===== src/rtl/nibble_serial_add_pkg.sv =====
// nibble_serial_add_pkg: shared FSM state encoding and nibble width
package nibble_serial_add_pkg;
  localparam int NIBBLE_W = 4;
  typedef enum logic [1:0] {IDLE = 2'd0, RUN = 2'd1, DONE = 2'd2} state_e;
endpackage


===== src/rtl/nibble_serial_add_add4_cc.sv =====
// add4_cc: combinational 4-bit ripple adder with carry in/out
module add4_cc
  import nibble_serial_add_pkg::*;
(
  input  logic [NIBBLE_W-1:0] a,
  input  logic [NIBBLE_W-1:0] b,
  input  logic                ci,
  output logic [NIBBLE_W-1:0] s,
  output logic                co
);
  assign {co, s} = {1'b0, a} + {1'b0, b} + {{NIBBLE_W{1'b0}}, ci};
endmodule


===== src/rtl/nibble_serial_add.sv =====
// nibble_serial_add: feeds a 4-bit adder one nibble per clock to build a wide sum
module nibble_serial_add
  import nibble_serial_add_pkg::*;
#(
  parameter int NIBBLES = 4
) (
  input  logic                          clk,
  input  logic                          rst_n,
  input  logic                          start_valid,
  output logic                          start_ready,
  input  logic [NIBBLE_W*NIBBLES-1:0]   op_a,
  input  logic [NIBBLE_W*NIBBLES-1:0]   op_b,
  input  logic                          cin,
  output logic [NIBBLE_W*NIBBLES-1:0]   sum,
  output logic                          cout,
  output logic                          ovf,
  output logic                          done_valid,
  input  logic                          done_ready
);
  localparam int WIDTH = NIBBLE_W * NIBBLES;
  localparam int IW = NIBBLES > 1 ? $clog2(NIBBLES) : 1;
  state_e state_q, state_d;
  logic [WIDTH-1:0] a_q, a_d, b_q, b_d, sum_q, sum_d;
  logic [IW-1:0] idx_q, idx_d;
  logic carry_q, carry_d, cout_q, cout_d, ovf_q, ovf_d, a_msb_q, a_msb_d, b_msb_q, b_msb_d;
  logic [NIBBLE_W-1:0] s4;
  logic c4;
  add4_cc u_add (
    .a  (a_q[NIBBLE_W-1:0]),
    .b  (b_q[NIBBLE_W-1:0]),
    .ci (carry_q),
    .s  (s4),
    .co (c4)
  );
  assign start_ready = state_q == IDLE;
  assign done_valid  = state_q == DONE;
  assign sum  = sum_q;
  assign cout = cout_q;
  assign ovf  = ovf_q;
  // state and datapath registers, cleared asynchronously
  always_ff @(posedge clk or negedge rst_n) begin
    if (!rst_n) begin
      state_q <= IDLE;
      a_q     <= '0;
      b_q     <= '0;
      sum_q   <= '0;
      idx_q   <= '0;
      carry_q <= 1'b0;
      cout_q  <= 1'b0;
      ovf_q   <= 1'b0;
      a_msb_q <= 1'b0;
      b_msb_q <= 1'b0;
    end else begin
      state_q <= state_d;
      a_q     <= a_d;
      b_q     <= b_d;
      sum_q   <= sum_d;
      idx_q   <= idx_d;
      carry_q <= carry_d;
      cout_q  <= cout_d;
      ovf_q   <= ovf_d;
      a_msb_q <= a_msb_d;
      b_msb_q <= b_msb_d;
    end
  end
  // accept operands, add one nibble per RUN cycle, hold the result until taken
  always_comb begin
    state_d = state_q;
    a_d     = a_q;
    b_d     = b_q;
    sum_d   = sum_q;
    idx_d   = idx_q;
    carry_d = carry_q;
    cout_d  = cout_q;
    ovf_d   = ovf_q;
    a_msb_d = a_msb_q;
    b_msb_d = b_msb_q;
    case (state_q)
      IDLE: if (start_valid) begin
        state_d = RUN;
        a_d     = op_a;
        b_d     = op_b;
        carry_d = cin;
        idx_d   = '0;
        sum_d   = '0;
        a_msb_d = op_a[WIDTH-1];
        b_msb_d = op_b[WIDTH-1];
      end
      RUN: begin
        sum_d[NIBBLE_W*int'(idx_q) +: NIBBLE_W] = s4;
        carry_d = c4;
        a_d     = a_q >> NIBBLE_W;
        b_d     = b_q >> NIBBLE_W;
        idx_d   = idx_q + 1'b1;
        if (idx_q == IW'(NIBBLES - 1)) begin
          state_d = DONE;
          cout_d  = c4;
          ovf_d   = (a_msb_q == b_msb_q) && (s4[NIBBLE_W-1] != a_msb_q);
        end
      end
      DONE: if (done_ready) state_d = IDLE;
      default: state_d = IDLE;
    endcase
  end
endmodule

===== config.mk =====
export PLATFORM = sky130hd
export DESIGN_NAME = nibble_serial_add
export DESIGN_NICKNAME = d
export VERILOG_FILES = /design/src/rtl/nibble_serial_add_pkg.sv /design/src/rtl/nibble_serial_add_add4_cc.sv /design/src/rtl/nibble_serial_add.sv
export SDC_FILE = /design/constraint.sdc
export NUM_CORES = 1
export LEC_CHECK = 0
export CELL_PAD_IN_SITES_DETAIL_PLACEMENT = 2
export CELL_PAD_IN_SITES_GLOBAL_PLACEMENT = 2
export CORE_MARGIN = 3
export CORE_UTILIZATION = 33
export CTS_CLUSTER_SIZE = 10
export DETAILED_ROUTE_END_ITERATION = 7
export PLACE_DENSITY = 0.79
export SYNTH_ARGS = -nofsm -noshare
export SYNTH_HDL_FRONTEND = slang
export SYNTH_HIERARCHICAL = 1
export SYNTH_SLANG_ARGS = --single-unit

===== constraint.sdc =====
create_clock -name clk -period 2.6 [get_ports clk]
set_input_delay 0.39 -clock clk [delete_from_list [all_inputs] [get_ports clk]]
set_output_delay 0.39 -clock clk [all_outputs]
set_load 0.005 [all_outputs]

==> reports/metrics.cfg <==
[worst_setup_path]
arrival_ps=2320
cp-end-kind=flip-flop
r2r_start=a_q[0]
worstSetupPathType=reg2reg
endpoint=ovf
cp_max_fo=6
startpoint=a_q[0]
critPathLaunchType=flip-flop
reg2regPathDepth=6
ff2ff_setup_slack_ps=510

[timing]
fmax_ghz=0.479
fin_ws_ps=514
finalSetupViolCount=0
period_used_share=0.802
tns_ps=0
min_period_ps=2090
fin_worst_skew_ps=8.94
slew_viol_final=0
fin_hold_ws_ps=80.5
hold_viol_final=0
slew_headroom=0.553
tightest_slew_ps=670

[global_routing]
grt_pass1_vias=2659
grt_overflow=0
grt_first_pass_wirelength_um=13800
grt_max_degree=35
antenna_found_initial=0

[synth]
synthesis.nets=330
yosysUniqueCellTypes=30
yosysMostFrequentCell=dfrtp_1
ff_type=dfrtp_1
ys_cells=282
top_area_frac=0.480
yosysWarnings=6
yosys_area_mm2=0.00297
compound_area_frac=0.250
synth-xor-area-share=0.00590
ys_sh_simple=0.134
mux_share=0.0240
synthArstFlopShare=1.00
synthesis.area_mm2=0.00297
netlist_top_cells_count=57 x dfrtp_1, 34 x a21oi_1, 28 x nor2b_1
top_area_cell=dfrtp_1
postSynthSeqShare=0.480
enable_flop_cells=0
syn_avg_cell_area_um2=10.5
synth_flop_count=57
adder_share=0.0514

[cells_and_area]
nNonClkInverters=8
clk_share=0.0622
layout.nets=387
lay_top_cells=57 x dfrtp_1, 55 x clkdlybuf4s50_1, 34 x a21oi_1
combGateArea_mm2=0.00139
buf_share=0.164
area_growth_pct=29.3
layout.cells.most_common=dfrtp_1
num-nonclk-buffers=64
comb_cells=199
nClkBuffers=12
diodes=0

[clocking]
cts_resized=0
cts.clk_slew.worst_paths_ps=70
clock_path_buffers=2
insertion_delay_ps=340
numCtsBuffers=9
cts.sinks=57
post_cts.repair.setup_buffers=0
holdBufCountCts=0

[die]
ios=57
initial_core_util=0.351
die_w_um=101
fp.dieH_um=101
n_tap_cell=105
die-area_mm2=0.0102

[flow_run]
maxCapViolations=0
warnings=31

[placed_design]
port_buffers=56
dp_worst_setup_slack_ps=510
dp_hpwl_um=5870

[pwr]
power.total_w=0.00426
ir_worst_vdd_mv=0.423
power_density_mw_per_mm2=1110

[status]
status=finished clean

[routing]
vias=2443
drc_errors=0
viasPerCell=5.44
first_pass_iters=4
drt_iter0_drc=90
antenna_left=0

[hold_path]
hp-class=in2async

-- power breakdown --
part           switching, W  leakage [nW]  internal, W  total (W)
Clock              0.000360         0.123     0.000618   0.000978
Sequential         0.000282         0.756      0.00119    0.00148
Combinational      0.000964         0.806     0.000838    0.00180
-- critical path: stages (launching register included) --
cell and delay, ps:
dfrtp_1 430, fa_1 450, a21o_1 210, a21oi_2 150
xnor2_1 310, o22ai_1 140, mux2_4 290
-- metal layers --
layer,track usage,share of wire,up-vias
met4,0.0632,0.012,0
met2,0.295,0.51,63
met5,0,0,-
met3,0.0394,0.039,10
met1,0.224,0.44,1245
li1,-,-,1125
-- metrics by stage --
stage,cell area [um^2],utilization,instances
floorplan,2970,-,282
finish,3840,0.454,449
CTS,3840,0.454,449
global route,3840,0.454,449
global placement,3600,0.425,433
detailed placement,3600,0.425,433
==> images/clock_map.png <==
Scale bar: 20 um.
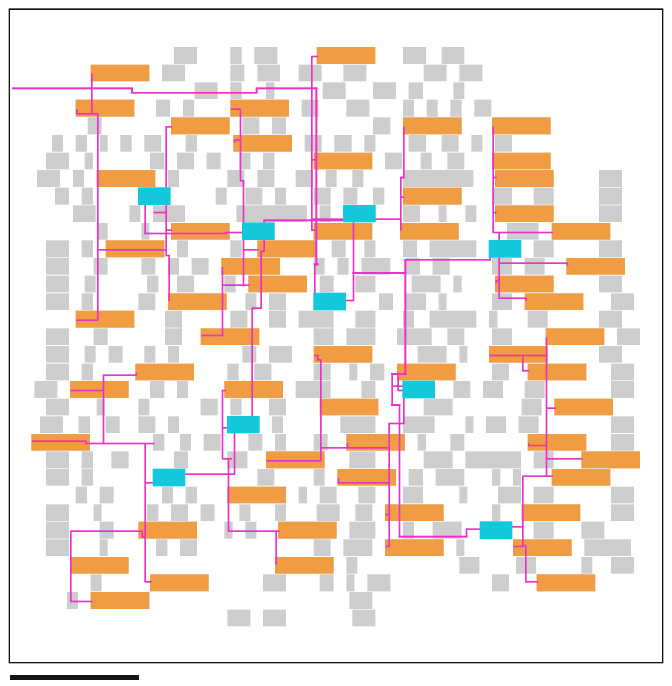
legend:
  cyan:
    item: cells driving clock nets
    count: 9
  magenta:
    item: clock wires
    length: 825 um
  orange:
    item: flip-flops
    count: 57
flops lie: widely spread

==> images/metal_stack.png <==
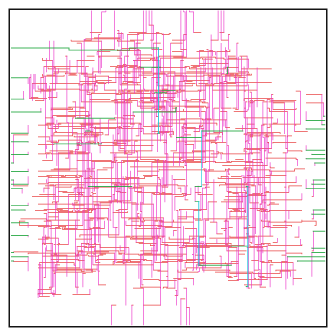
legend:
  red:
    layer: met1
    wire_length: 3,690 um
  magenta:
    layer: met2
    wire_length: 4,280 um
  green:
    layer: met3
    wire_length: 327 um
  cyan:
    layer: met4
    wire_length: 97.2 um
drt total wl: 8400 um
All-Layer GR Usage: 0.177
routed length per placed instance: 18.7 um

==> images/final_placement.png <==
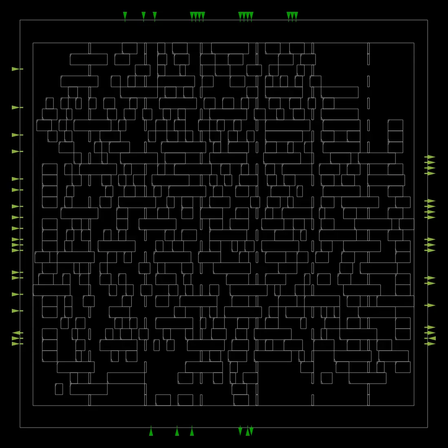
Filler Cells Inserted: 884
Seq cells: 57
sequential cell area share: 0.371
final core utilization: 0.454
num rows: 33

No activity file was given, so power comes from the tool's default toggle rates.
